Fig. 1: run 1, the metal 1 layer
Scale bar: 20 microns. Cells faint in the background.
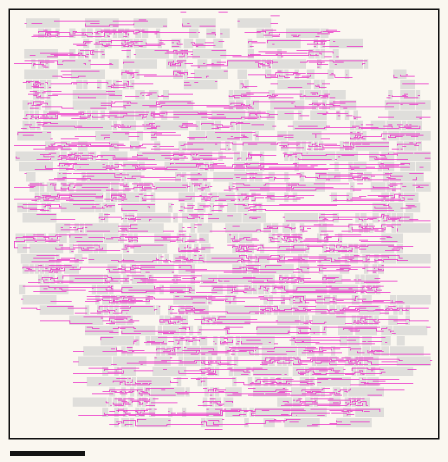
Fig. 2: run 1, met2 routing
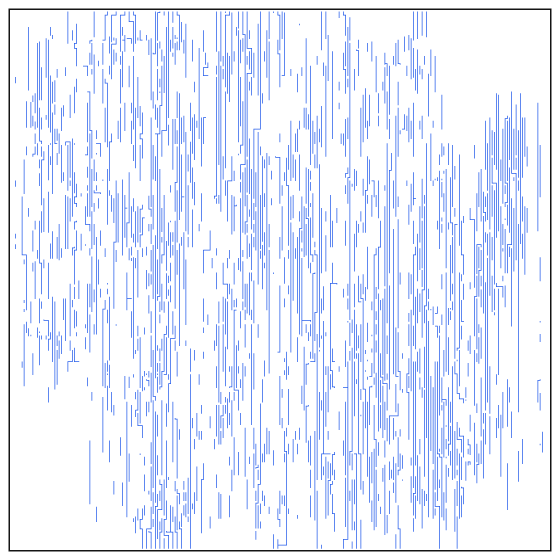
Fig. 3: run 1, the metal 3 layer
Scale bar: 20 microns.
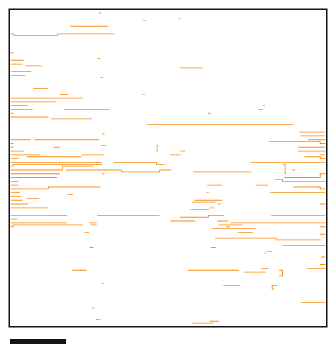
### src/rtl/result_deconcat.sv
// Purpose: splits accepted 32-bit words into a byte stream of AXI write requests, one byte in flight at a time.
// Latency: a word accepted on edge t raises axi_we in cycle t+1 when axi_w_busy is low; each byte then waits for its ack.
// Backpressure: ready drops while a word is being sent; axi_w_busy holds the request off without losing the byte.
module result_deconcat #(
    parameter int LSB_FIRST = 1
) (
    input  logic        clk,
    input  logic        rst_n,
    input  logic        start,
    input  logic [31:0] result_bytes,
    input  logic        deconcat_en,
    input  logic [31:0] word_in,
    output logic        ready,
    input  logic        axi_w_busy,
    input  logic        axi_w_success,
    output logic        axi_we,
    output logic [7:0]  axi_wdata,
    output logic        deconcat_done,
    output logic        all_done,
    output logic [31:0] bytes_sent
);

    typedef enum logic [1:0] {
        IDLE     = 2'd0,
        ISSUE    = 2'd1,
        WAIT_ACK = 2'd2
    } state_t;

    state_t      state;
    logic        job_active;
    logic [31:0] total;
    logic [31:0] shift_reg;
    logic [1:0]  byte_idx;

    // bytes_sent < total whenever an ack is accepted, so this increment cannot wrap
    logic [31:0] sent_next;
    logic        last_byte;
    logic [31:0] shift_next;

    assign sent_next = bytes_sent + 32'd1;
    // a word ends after its fourth byte or when the job's byte budget is used up (partial last word)
    assign last_byte = (byte_idx == 2'd3) || (sent_next >= total);

    // outputs decoded only from registered state, so word_in never reaches an output combinationally
    assign ready     = (state == IDLE) && job_active && !all_done;
    assign axi_we    = (state == ISSUE) && !axi_w_busy;
    assign axi_wdata = (LSB_FIRST != 0) ? shift_reg[7:0] : shift_reg[31:24];

    // next shift register contents once the head byte is acknowledged
    always_comb begin
        shift_next = shift_reg;
        if (LSB_FIRST != 0) begin
            shift_next = {8'h00, shift_reg[31:8]};
        end else begin
            shift_next = {shift_reg[23:0], 8'h00};
        end
    end

    // job control FSM; start overrides every other event, including a pending ack
    always_ff @(posedge clk or negedge rst_n) begin
        if (!rst_n) begin
            state         <= IDLE;
            job_active    <= 1'b0;
            total         <= 32'd0;
            shift_reg     <= 32'd0;
            byte_idx      <= 2'd0;
            bytes_sent    <= 32'd0;
            all_done      <= 1'b0;
            deconcat_done <= 1'b0;
        end else begin
            deconcat_done <= 1'b0;
            if (start) begin
                state      <= IDLE;
                job_active <= 1'b1;
                total      <= result_bytes;
                shift_reg  <= 32'd0;
                byte_idx   <= 2'd0;
                bytes_sent <= 32'd0;
                // an empty job is complete immediately, which also keeps ready low
                all_done   <= (result_bytes == 32'd0);
            end else begin
                case (state)
                    IDLE: begin
                        if (deconcat_en && ready) begin
                            shift_reg <= word_in;
                            byte_idx  <= 2'd0;
                            state     <= ISSUE;
                        end
                    end
                    ISSUE: begin
                        if (!axi_w_busy) begin
                            state <= WAIT_ACK;
                        end
                    end
                    WAIT_ACK: begin
                        if (axi_w_success) begin
                            bytes_sent <= sent_next;
                            shift_reg  <= shift_next;
                            if (sent_next == total) begin
                                all_done <= 1'b1;
                            end
                            if (last_byte) begin
                                deconcat_done <= 1'b1;
                                state         <= IDLE;
                            end else begin
                                byte_idx <= byte_idx + 2'd1;
                                state    <= ISSUE;
                            end
                        end
                    end
                    default: state <= IDLE;
                endcase
            end
        end
    end

endmodule

### config.mk
export PLATFORM = sky130hd
export DESIGN_NAME = result_deconcat
export DESIGN_NICKNAME = d
export VERILOG_FILES = /design/src/rtl/result_deconcat.sv
export SDC_FILE = /design/constraint.sdc
export NUM_CORES = 1
export LEC_CHECK = 0
export ABC_AREA = 1
export CAP_MARGIN = 10
export CORE_MARGIN = 1
export CORE_UTILIZATION = 50
export CTS_CLUSTER_DIAMETER = 200
export DETAILED_ROUTE_END_ITERATION = 16
export DONT_BUFFER_PORTS = 1
export GPL_TIMING_DRIVEN = 0
export PLACE_DENSITY = 0.72
export SETUP_SLACK_MARGIN = 0.15
export SYNTH_ARGS = -nofsm -noshare
export SYNTH_HDL_FRONTEND = slang
export SYNTH_SLANG_ARGS = --single-unit
export TNS_END_PERCENT = 10
### constraint.sdc
create_clock -name clk -period 2.7 [get_ports clk]
set_clock_uncertainty 0.2 [all_clocks]
set_input_delay 0.54 -clock clk [delete_from_list [all_inputs] [get_ports clk]]
set_output_delay 0.54 -clock clk [all_outputs]
set_load 0.01 [all_outputs]
==> Changelog: implementation, run 1 <==
### Physical design

- Clock sink count: 103
- Multi-In Gates: 532
- Sequential share of power: 47.0%
- Met2 wire length: slightly above 8000 microns
- Worst setup slack after layout: -574 ps
- Post-synthesis compound-gate area fraction: 13.3%
- Area occupied by registers: 2590 sq um
- Logic area: ~3300 sq um
- Portion of total power attributed to the clock network: 32.4%
- Final setup violation count: 7
- Final instance area: 7370 sq um
- CP Depth: 24
- Min-Delay Path Class: in -> async
- Global-route usage over all layers: ~28%
- Number of placed instances with taps included: 957
- Sum Neg Setup Slack: -3460 ps
- Result of the run: complete, but fails checks
- Root buffer cell: clkbuf_16
- Final hold viol count: 103
- Met3 global-route usage: under 10%
- Largest cells by area after synthesis: dfrtp_1 41%, nand2_1 12%, inv_1 7.0%
- Total combinational power: 0.816 mW
- Final core utilization: 61.1%
- Fraction of the cycle the final worst path needs: 121%
- Seq power: 1.86 mW
- Yosys synthesis warning count: 0
- Violations in the final reports: hold timing, setup timing
- Leading area contributor after synthesis: dfrtp_1
- Fill cell instance count of the final layout: 1030
- Worst hold slack after final layout: -335 ps
- CTS tree: done
- Portion of the post-synthesis area used by sequential elements: 41.4%
- CP peak stage delay: around 480 ps
- Clock network contribution to total cell area: 3.84%
- Row cnt: approximately 40
- Syn-to-layout area delta: 18.3%
- List of cells traversed by the critical path: ha_4 -> nand2_4 -> nor2_4 -> nand4_4 -> nor2_4 -> inv_4 -> nor2_4 -> nand2_4 -> inv_8 -> nand3_4 -> and2_4 -> ha_4 -> nand2_2 -> nor2_4 -> nand2_2 -> nor2_4 -> nand2_2 -> nand3_2 -> nor2_2 -> nand2_2 -> nand2_4 -> nand2_2 -> nand2_1 -> nand2_1
- Met3 wire len: 1170 microns
- Commonest cells post-synth: 196 x nand2_1, 116 x inv_1, 103 x dfrtp_1
Back to the opening pictures, Fig. 1:
The layer holds 43% of the routed length. The longest straight run is 60.3 microns.

Back to the opening pictures, Fig. 2:
796 nets have wire on it. The wires run mostly vertical.

Back to the opening pictures, Fig. 3:
The layer carries 1170 microns of wire. The longest straight run is 52.2 microns. The wires run mostly horizontal. 96 nets have wire on it.

==> run 2, diff against run 1 <==
clock period = 2.62 ns   (was 2.7 ns; I/O delays follow)
Fig. 4: run 2, the metal 4 layer
Scale bar: 20 microns.
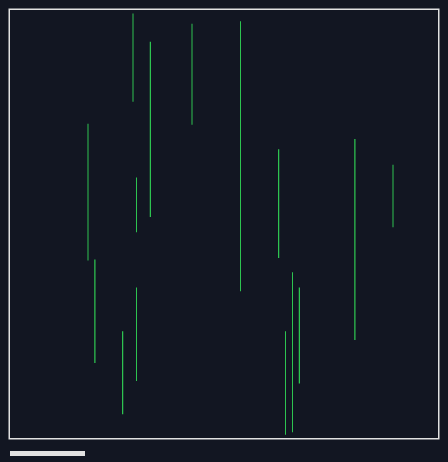
The layer holds 2.8% of the routed length. The wires run mostly vertical. 12 nets have wire on it. The longest straight run is 71.4 microns.

==> run 2 against run 1 <==
Effect of this change:
- the run still ends with hold timing, setup timing left
- register-to-register slack worse by 80 ps
- power up 3.1%
- clock power grew 3%
- non-clock buffer count unchanged
- largest power group unchanged
==> Changelog: implementation, run 2 <==
### Physical design

- Clock network contribution to total cell area: 3.84% (unchanged)
- Result of the run: complete, but fails checks (unchanged)
- Worst setup slack after layout: -654 ps (was -574 ps)
- Final instance area: 7370 sq um (unchanged)
- Portion of the post-synthesis area used by sequential elements: 41.4% (unchanged)
- Sequential share of power: 47.0% (about the same)
- Final core utilization: 61.1% (unchanged)
- Yosys synthesis warning count: 0 (unchanged)
- Final setup violation count: 7 (unchanged)
- Worst hold slack after final layout: -351 ps (was -335 ps)
- Syn-to-layout area delta: 18.3% (unchanged)
- Clock sink count: 103 (unchanged)
- Seq power: 1.92 mW (was 1.86 mW)
- Largest cells by area after synthesis: dfrtp_1 41%, nand2_1 12%, inv_1 7.0% (unchanged)
- CP Depth: 24 (unchanged)
- List of cells traversed by the critical path: ha_4 -> nand2_4 -> nor2_4 -> nand4_4 -> nor2_4 -> inv_4 -> nor2_4 -> nand2_4 -> inv_8 -> nand3_4 -> and2_4 -> ha_4 -> nand2_2 -> nor2_4 -> nand2_2 -> nor2_4 -> nand2_2 -> nand3_2 -> nor2_2 -> nand2_2 -> nand2_4 -> nand2_2 -> nand2_1 -> nand2_1 (unchanged)
- Commonest cells post-synth: 196 x nand2_1, 116 x inv_1, 103 x dfrtp_1 (unchanged)
- Post-synthesis compound-gate area fraction: 13.3% (unchanged)
- Violations in the final reports: hold timing, setup timing (unchanged)
- Min-Delay Path Class: in -> async (unchanged)
- Met3 wire len: 1170 microns (unchanged)
- Final hold viol count: 103 (unchanged)
- Met3 global-route usage: 6.85% (unchanged)
- Fill cell instance count of the final layout: 1030 (unchanged)
- Portion of total power attributed to the clock network: 32.4% (about the same)
- Global-route usage over all layers: 28.3% (unchanged)
- Row cnt: 40 (unchanged)
- CTS tree: done (unchanged)
- Sum Neg Setup Slack: -4020 ps (was -3460 ps)
- Area occupied by registers: 2590 sq um (unchanged)
- Root buffer cell: clkbuf_16 (unchanged)
==> run 3, diff against run 2 <==
SLEW_MARGIN = 30   (was not set)
Fig. 5: run 3, the metal 1 layer
Scale bar: 20 microns. Cells faint in the background.
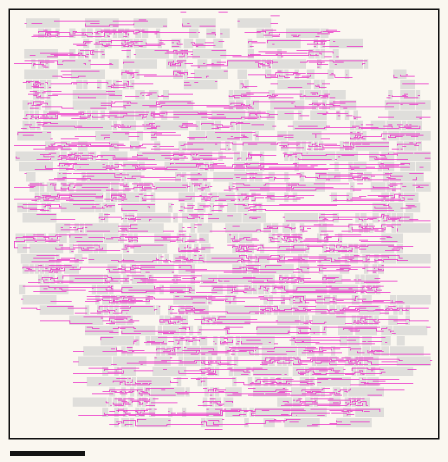
The wires run mostly horizontal. The longest straight run is 60.3 microns. The layer carries 7460 microns of wire.

==> run 3 against run 2 <==
Effect of this change:
- die size is the same
- largest cell class unchanged
- final area did not move
- hold slack unchanged
- power did not move
- first-iteration DRC count did not move
- clock power barely moved
- the run still ends with hold timing, setup timing left
- sequential power is essentially flat
- critical path type unchanged
- non-clock buffer count is the same
- core utilization stayed put
- sequential share of layout area unchanged
==> Changelog: implementation, run 3 <==
### Physical design

- Clock sink count: 103 (unchanged)
- Yosys synthesis warning count: 0 (unchanged)
- Fill cell instance count of the final layout: 1030 (unchanged)
- Global-route usage over all layers: 28.3% (unchanged)
- Seq power: 1.92 mW (about the same)
- Multi-In Gates: 532 (unchanged)
- Met3 wire len: 1170 microns (unchanged)
- Final hold viol count: 103 (unchanged)
- Post-synthesis compound-gate area fraction: 13.3% (unchanged)
- Logic area: 3280 sq um (unchanged)
- Clock network contribution to total cell area: 3.84% (unchanged)
- Worst hold slack after final layout: -351 ps (unchanged)
- Largest cells by area after synthesis: dfrtp_1 41%, nand2_1 12%, inv_1 7.0% (unchanged)
- Portion of total power attributed to the clock network: 32.4% (about the same)
- Total combinational power: 0.841 mW (about the same)
- Fraction of the cycle the final worst path needs: 125% (unchanged)
- Root buffer cell: clkbuf_16 (unchanged)
- CTS tree: done (unchanged)
- Syn-to-layout area delta: 18.3% (unchanged)
- Worst setup slack after layout: -654 ps (unchanged)
- Final setup violation count: 7 (unchanged)
- List of cells traversed by the critical path: ha_4 -> nand2_4 -> nor2_4 -> nand4_4 -> nor2_4 -> inv_4 -> nor2_4 -> nand2_4 -> inv_8 -> nand3_4 -> and2_4 -> ha_4 -> nand2_2 -> nor2_4 -> nand2_2 -> nor2_4 -> nand2_2 -> nand3_2 -> nor2_2 -> nand2_2 -> nand2_4 -> nand2_2 -> nand2_1 -> nand2_1 (unchanged)
- Met2 wire length: 8240 microns (unchanged)
- Result of the run: complete, but fails checks (unchanged)
- Violations in the final reports: hold timing, setup timing (unchanged)
Power figures rest on the tool's default switching activity, not on a simulated workload.
